**src/rtl/div_seq_ctrl_pkg.sv**
```systemverilog
// Shared definitions for the sequential restoring divider: state encoding,
// datapath width, divide-by-zero quotient and the iteration counter limit.
package div_seq_ctrl_pkg;

  localparam int DIV_WIDTH = 32;
  localparam logic [DIV_WIDTH-1:0] DIV0_QUOT_DEF = 32'hFFFF_FFFF;

  localparam int CNT_WIDTH = 5;
  localparam logic [CNT_WIDTH-1:0] CNT_LAST = 5'd31;

  typedef enum logic [1:0] {
    ST_IDLE = 2'd0,
    ST_RUN  = 2'd1,
    ST_DONE = 2'd2
  } state_e;

endpackage

```
**src/rtl/div_seq_ctrl_sub.sv**
```systemverilog
// 32-bit ripple-borrow subtractor: result = a_i - b_i, bout_o set when a_i < b_i.
module div_seq_ctrl_sub
  import div_seq_ctrl_pkg::*;
(
  input  logic [DIV_WIDTH-1:0] a_i,
  input  logic [DIV_WIDTH-1:0] b_i,
  output logic [DIV_WIDTH-1:0] result_o,
  output logic                 bout_o
);

  logic borrow;

  // Walk the borrow from the LSB upward, one full-subtractor cell per bit.
  always_comb begin
    result_o = '0;
    borrow   = 1'b0;
    for (int i = 0; i < DIV_WIDTH; i++) begin
      result_o[i] = a_i[i] ^ b_i[i] ^ borrow;
      borrow      = (~a_i[i] & b_i[i]) | (~(a_i[i] ^ b_i[i]) & borrow);
    end
    bout_o = borrow;
  end

endmodule

```
**src/rtl/div_seq_ctrl.sv**
```systemverilog
// Multi-cycle unsigned restoring divider. One quotient bit is retired per
// cycle through a single shared subtractor; operands and results move over
// valid/ready handshakes. Divide-by-zero bypasses the iteration loop.
module div_seq_ctrl
  import div_seq_ctrl_pkg::*;
#(
  parameter int                   WIDTH     = DIV_WIDTH,
  parameter logic [DIV_WIDTH-1:0] DIV0_QUOT = DIV0_QUOT_DEF
) (
  input  logic             clk,
  input  logic             rst_n,
  input  logic             in_valid,
  output logic             in_ready,
  input  logic [WIDTH-1:0] dividend,
  input  logic [WIDTH-1:0] divisor,
  output logic             out_valid,
  input  logic             out_ready,
  output logic [WIDTH-1:0] quotient,
  output logic [WIDTH-1:0] remainder,
  output logic             div_zero
);

  state_e                state_q, state_d;
  logic                  inReady_q, inReady_d;
  logic [WIDTH-1:0]      dvd_q, dvd_d;
  logic [WIDTH-1:0]      rem_q, rem_d;
  logic [WIDTH-1:0]      dsr_q, dsr_d;
  logic [CNT_WIDTH-1:0]  cnt_q, cnt_d;
  logic [WIDTH-1:0]      quotOut_q, quotOut_d;
  logic [WIDTH-1:0]      remOut_q, remOut_d;
  logic                  divZero_q, divZero_d;

  logic [WIDTH-1:0]      trialLow;
  logic                  carryBit;
  logic [WIDTH-1:0]      diffVal;
  logic                  borrowOut;
  logic                  iterOk;
  logic [WIDTH-1:0]      remNext;
  logic [WIDTH-1:0]      quotNext;

  // The 33-bit trial value is {carryBit, trialLow}; only the low 32 bits go
  // through the subtractor because a set carry guarantees success anyway.
  assign trialLow = {rem_q[WIDTH-2:0], dvd_q[WIDTH-1]};
  assign carryBit = rem_q[WIDTH-1];

  div_seq_ctrl_sub u_sub (
    .a_i      (trialLow),
    .b_i      (dsr_q),
    .result_o (diffVal),
    .bout_o   (borrowOut)
  );

  assign iterOk   = carryBit | ~borrowOut;
  assign remNext  = iterOk ? diffVal : trialLow;
  assign quotNext = {dvd_q[WIDTH-2:0], iterOk};

  assign in_ready  = inReady_q;
  assign out_valid = (state_q == ST_DONE);
  assign quotient  = quotOut_q;
  assign remainder = remOut_q;
  assign div_zero  = divZero_q;

  // State and datapath registers; reset discards any operation in flight.
  always_ff @(posedge clk or negedge rst_n) begin
    if (!rst_n) begin
      state_q   <= ST_IDLE;
      inReady_q <= 1'b0;
      dvd_q     <= '0;
      rem_q     <= '0;
      dsr_q     <= '0;
      cnt_q     <= '0;
      quotOut_q <= '0;
      remOut_q  <= '0;
      divZero_q <= 1'b0;
    end else begin
      state_q   <= state_d;
      inReady_q <= inReady_d;
      dvd_q     <= dvd_d;
      rem_q     <= rem_d;
      dsr_q     <= dsr_d;
      cnt_q     <= cnt_d;
      quotOut_q <= quotOut_d;
      remOut_q  <= remOut_d;
      divZero_q <= divZero_d;
    end
  end

  // Next-state logic: accept in IDLE, iterate in RUN, hold results in DONE.
  always_comb begin
    state_d   = state_q;
    inReady_d = 1'b0;
    dvd_d     = dvd_q;
    rem_d     = rem_q;
    dsr_d     = dsr_q;
    cnt_d     = cnt_q;
    quotOut_d = quotOut_q;
    remOut_d  = remOut_q;
    divZero_d = divZero_q;
    case (state_q)
      ST_IDLE: begin
        inReady_d = 1'b1;
        if (in_valid && inReady_q) begin
          inReady_d = 1'b0;
          if (divisor == '0) begin
            quotOut_d = DIV0_QUOT;
            remOut_d  = dividend;
            divZero_d = 1'b1;
            state_d   = ST_DONE;
          end else begin
            dvd_d   = dividend;
            dsr_d   = divisor;
            rem_d   = '0;
            cnt_d   = '0;
            state_d = ST_RUN;
          end
        end
      end
      ST_RUN: begin
        rem_d = remNext;
        dvd_d = quotNext;
        cnt_d = cnt_q + 1'b1;
        if (cnt_q == CNT_LAST) begin
          quotOut_d = quotNext;
          remOut_d  = remNext;
          divZero_d = 1'b0;
          state_d   = ST_DONE;
        end
      end
      ST_DONE: begin
        if (out_ready) begin
          inReady_d = 1'b1;
          state_d   = ST_IDLE;
        end
      end
      default: begin
        state_d = ST_IDLE;
      end
    endcase
  end

endmodule

```
**config.mk**
```make
export PLATFORM = sky130hd
export DESIGN_NAME = div_seq_ctrl
export DESIGN_NICKNAME = d
export VERILOG_FILES = /design/src/rtl/div_seq_ctrl_pkg.sv /design/src/rtl/div_seq_ctrl_sub.sv /design/src/rtl/div_seq_ctrl.sv
export SDC_FILE = /design/constraint.sdc
export NUM_CORES = 1
export LEC_CHECK = 0
export ABC_AREA = 1
export CAP_MARGIN = 0
export CORE_AREA = 5 5 117 202
export DETAILED_ROUTE_END_ITERATION = 7
export DIE_AREA = 0 0 122 207
export DONT_BUFFER_PORTS = 1
export PLACE_DENSITY = 0.64
export SETUP_SLACK_MARGIN = 0.2
export SLEW_MARGIN = 15
export SYNTH_ARGS = -nofsm -noshare
export SYNTH_HDL_FRONTEND = slang
export SYNTH_SLANG_ARGS = --single-unit
```
**constraint.sdc**
```tcl
create_clock -name clk -period 35.9 [get_ports clk]
set_clock_uncertainty 0.2 [all_clocks]
set_input_delay 7.18 -clock clk [delete_from_list [all_inputs] [get_ports clk]]
set_output_delay 7.18 -clock clk [all_outputs]
set_load 0.03 [all_outputs]
```
### Clock wires, drivers and flops

Drawn at 2 px/um.
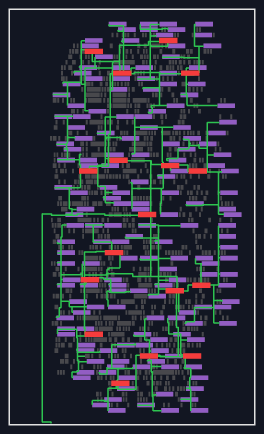
Key: flip-flops = purple [count 169]; clock wires = green [length 2230 um]; clock-net drivers = red [count 17]
There are 18 routed clock nets.

### Drive-strength map

Drawn at 3 px/um.
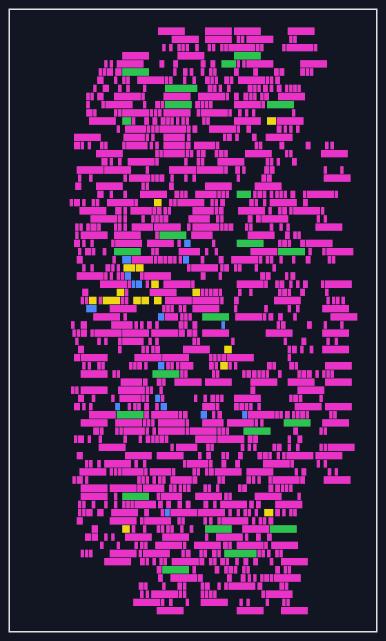
Key: x3 and x4 = yellow [cells 16]; x6 and larger = green [cells 22]; x2 = blue [cells 16]; x1 and smaller = magenta [cells 1009]
non-clock buffer instance count of the final layout: 10
post-layout worst setup margin: 21.91 ns

### Metal 3

Drawn at 3 px/um.
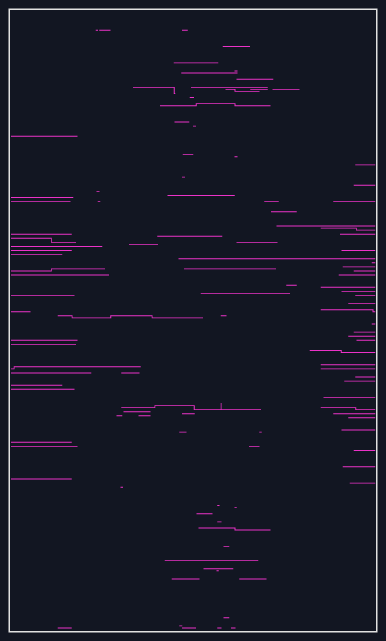
The longest straight run is 65.2 um. 85 nets have wire on it.

### Clock routing

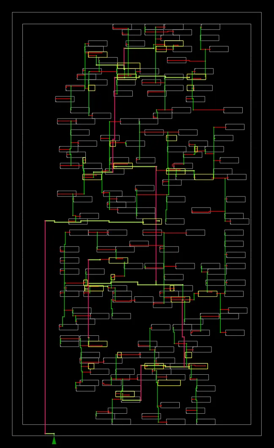
clk_buf instances: 21
clock distribution power: 183 uW
number of sinks on the clock net: 169

==> flow report <==
OUTCOME
------------------------------------------------------------------------------------------
Result of the run                                                             complete, no violations

PWR
------------------------------------------------------------------------------------------
Largest vdd supply drop                                                          0.0470 mV
Static Leak                                                                        5.02 nW
Power density of the placed cells                                               112 nW/um2

ROUTE
------------------------------------------------------------------------------------------
Antenna Violating Nets Remaining                                                         0
Remaining DRCs                                                                           0
Number of iterations in the first detailed-routing pass                                  5
Vias/cell                                                                             4.98
Iter 0 DRT Violations                                                                  416
Total number of vias                                                                  6769
Wire per inst                                                                      16.7 um
Final Routed Wirelength                                                            22.7 mm

LOGIC SYNTHESIS
------------------------------------------------------------------------------------------
Seq/Total Area, Yosys                                                                0.493
Yosys top cell area share                                                            0.493
Count of distinct cell types in the synthesized netlist                                 20
Flop and latch count out of synthesis                                                  169
Top cells by area in the synthesized netlist                                  sky130_fd_sc_hd__dfrtp_1, sky130_fd_sc_hd__nand2_1, sky130_fd_sc_hd__fa_1
Post-synth top area cell                                                      sky130_fd_sc_hd__dfrtp_1
YS warnings                                                                              0
Syn Area/Cell                                                                     7.93 um2
Number of cells produced by synthesis                                                 1083
Netlist area before placement                                                     8580 um2
Chip area from the yosys synthesis statistics                                     8580 um2
Number of cells in Yosys stat                                                         1083
Syn_nets                                                                              1185

CLOCKING
------------------------------------------------------------------------------------------
CTS root buf                                                                  sky130_fd_sc_hd__clkbuf_16
Clock Latency Late Sink                                                            0.45 ns
H-tree level count                                                                       4
Clock edge transition at the registers on the reported setup and hold paths        0.06 ns
Number of buffers added by the clock tree synthesis step                                17
CTS-repair resized insts                                                                 0
Bufs on Longest Clock Path                                                               2
Post-CTS Setup Inserts                                                                   0
Hold buffers post-CTS                                                                    0
CTS tree                                                                             built

LAYOUT
------------------------------------------------------------------------------------------
Fill cell count                                                                       2216
Most numerous logic cell after layout                                         sky130_fd_sc_hd__nand2_1
Final cell utilization of the core                                                   0.426
Final design instance area without fill                                           9330 um2
Footprint of the multi-input gates                                                3690 um2
Post-Layout Cell Count                                                                1360
Register area                                                                     4230 um2
Top library cells by usage in the layout, fill and taps aside                 sky130_fd_sc_hd__nand2_1, sky130_fd_sc_hd__dfrtp_1, sky130_fd_sc_hd__inv_1, sky130_fd_sc_hd__nand3_1, sky130_fd_sc_hd__nor2_1
Synthesis-to-layout area growth                                                      8.70%
# nets final                                                                          1152

FLOW RUN
------------------------------------------------------------------------------------------
OpenROAD warnings                                                                       28
Max Cap Viol                                                                             0

FLOORPLAN
------------------------------------------------------------------------------------------
Core Rows                                                                               72
Placeable core region                                                            21900 um2
Die height                                                                          207 um
Die ar.                                                                          25300 um2
Ports                                                                                  135
Initial cell density of the core                                                     0.392
Horizontal die size                                                                 122 um

GRT
------------------------------------------------------------------------------------------
First-pass GRT wire length                                                         37.4 mm
Largest net degree at the start of global routing                                      170
Initial antenna violation count                                                          1
Number of global-route vias before repair                                             6916
Overall Global Routing Usage                                                         0.189
Residual overflow from global routing                                                    0

WORST SETUP PATH
------------------------------------------------------------------------------------------
Highest-delay cell along the critical path                                    sky130_fd_sc_hd__nand2_2
Kind of end point of the critical path                                                flop
Dominant cell type by count on the critical path                              sky130_fd_sc_hd__fa_1
Critical path startpoint category                                                     flop
Launching element of the worst setup path                                        dvd_q[31]
Data arrival time of the critical path                                            14.12 ns
Biggest cell delay along the critical path                                         0.50 ns
Maximum fanout encountered on the critical timing path                                  33
Worst EP required                                                                 36.03 ns
Critical setup path kind                                                      flop to flop
Reg2Reg Launch Point                                                             dvd_q[31]

HOLD PATH
------------------------------------------------------------------------------------------
Type of the tightest min-delay check                                          flop to flop
Startpoint of the worst hold path                                                dvd_q[21]

STA
------------------------------------------------------------------------------------------
Final tally of max-slew violations                                                       0
Timing-limited maximum frequency                                                  71.5 MHz
Unrepaired setup endpoints after global routing                                      false
TNS Setup                                                                             0 ns
Worst slew pin tran                                                               0.984 ns
Share of the cycle needed by the critical path after routing                         0.390
Slew HR                                                                              0.343
Tmin final                                                                        13.99 ns
Final setup fails                                                                        0

PLACEMENT
------------------------------------------------------------------------------------------
Routability cong.                                                                    0.859
Post-Place Worst Slack                                                            21.49 ns
Cell count after placement                                                            1327
Placement-stage cell area                                                         8740 um2
Hpwl dp                                                                            15.8 mm
Number of port buffers                                                                   0

flip-flops by register name, indices dropped and copies added (netlist names):
signal,flops
div_zero,1
cnt_q,5
dsr_q,32
state_q,2
remainder,32
in_ready,1
rem_q,32
dvd_q,32
quotient,32
worst max-delay path, delay by kind of cell (launching register included):
| kind | cells | cell delay, ns |
|---|---|---|
| AND-OR/OR-AND | 1 | 0.26 |
| adder cells (fa/ha/maj) | 32 | 11.91 |
| buffers and inverters | 3 | 0.18 |
| flip-flops | 1 | 0.39 |
| AND/OR/NAND/NOR | 6 | 0.91 |
power by group:
| part | total, mW | internal (mW) | switching [mW] |
|---|---|---|---|
| combinational | 0.434 | 0.144 | 0.290 |
| sequential | 0.424 | 0.282 | 0.142 |
| clock | 0.183 | 0.106 | 0.0773 |
| total | 1.04 | 0.532 | 0.510 |
through the flow:
stage / power [mW] / hold WS [ns]
after floorplan: 0.759 / 0.242
after global placement: 0.856 / 0.253
after detailed placement: 0.868 / 0.258
after CTS: 1.05 / 0.274
after global routing: 1.15 / 0.290
final: 1.04 / 0.270
worst paths after layout:
path | endpoint | slack (ns) | depth (start not counted)
max in group asynchronous | dsr_q[26] | 28.94 | 0
hold reg to reg | dvd_q[21] | 0.27 | 2
setup / recovery | remainder[31] | 21.91 | 42
min in group asynchronous | remainder[8] | 6.23 | 0
hold / removal | dvd_q[21] | 0.27 | 2
setup reg to reg | remainder[31] | 21.91 | 42
synth_stat cells (all sizes together):
library cell and count:
a21oi 34, buf 42, clkbuf 20, dfrtp 169
fa 31, ha 3, inv 102, nand2 454
nand3 100, nand4 34, nor2 58, o21ai 34
or2 2
cell families after synthesis:
| family | Yosys count | share of synthesized area |
|---|---|---|
| simple gates | 648 | 0.309 |
| flops | 169 | 0.493 |
| compound gates | 68 | 0.0401 |
| buf+inv | 164 | 0.0815 |
| fa+ha+maj | 34 | 0.0767 |
final cells by class:
cell class / count / share of cell area
Clock inverter: 11 / 0.0130
Clock buffer: 21 / 0.0493
Inverter: 102 / 0.0410
Tap cell: 296 / 0.0397
Multi-Input combinational cell: 750 / 0.395
Timing Repair Buffer: 10 / 0.00805
Antenna cell: 1 / 0.000268
Sequential cell: 169 / 0.453
metal layers:
layer / up-vias / GRT usage / part of all wire
li1: 3302 / - / -
met1: 3278 / 0.221 / 0.39
met2: 149 / 0.318 / 0.51
met3: 40 / 0.0557 / 0.065
met4: 0 / 0.0820 / 0.033
met5: - / 0 / 0
Power is estimated from default activity; no workload was simulated.
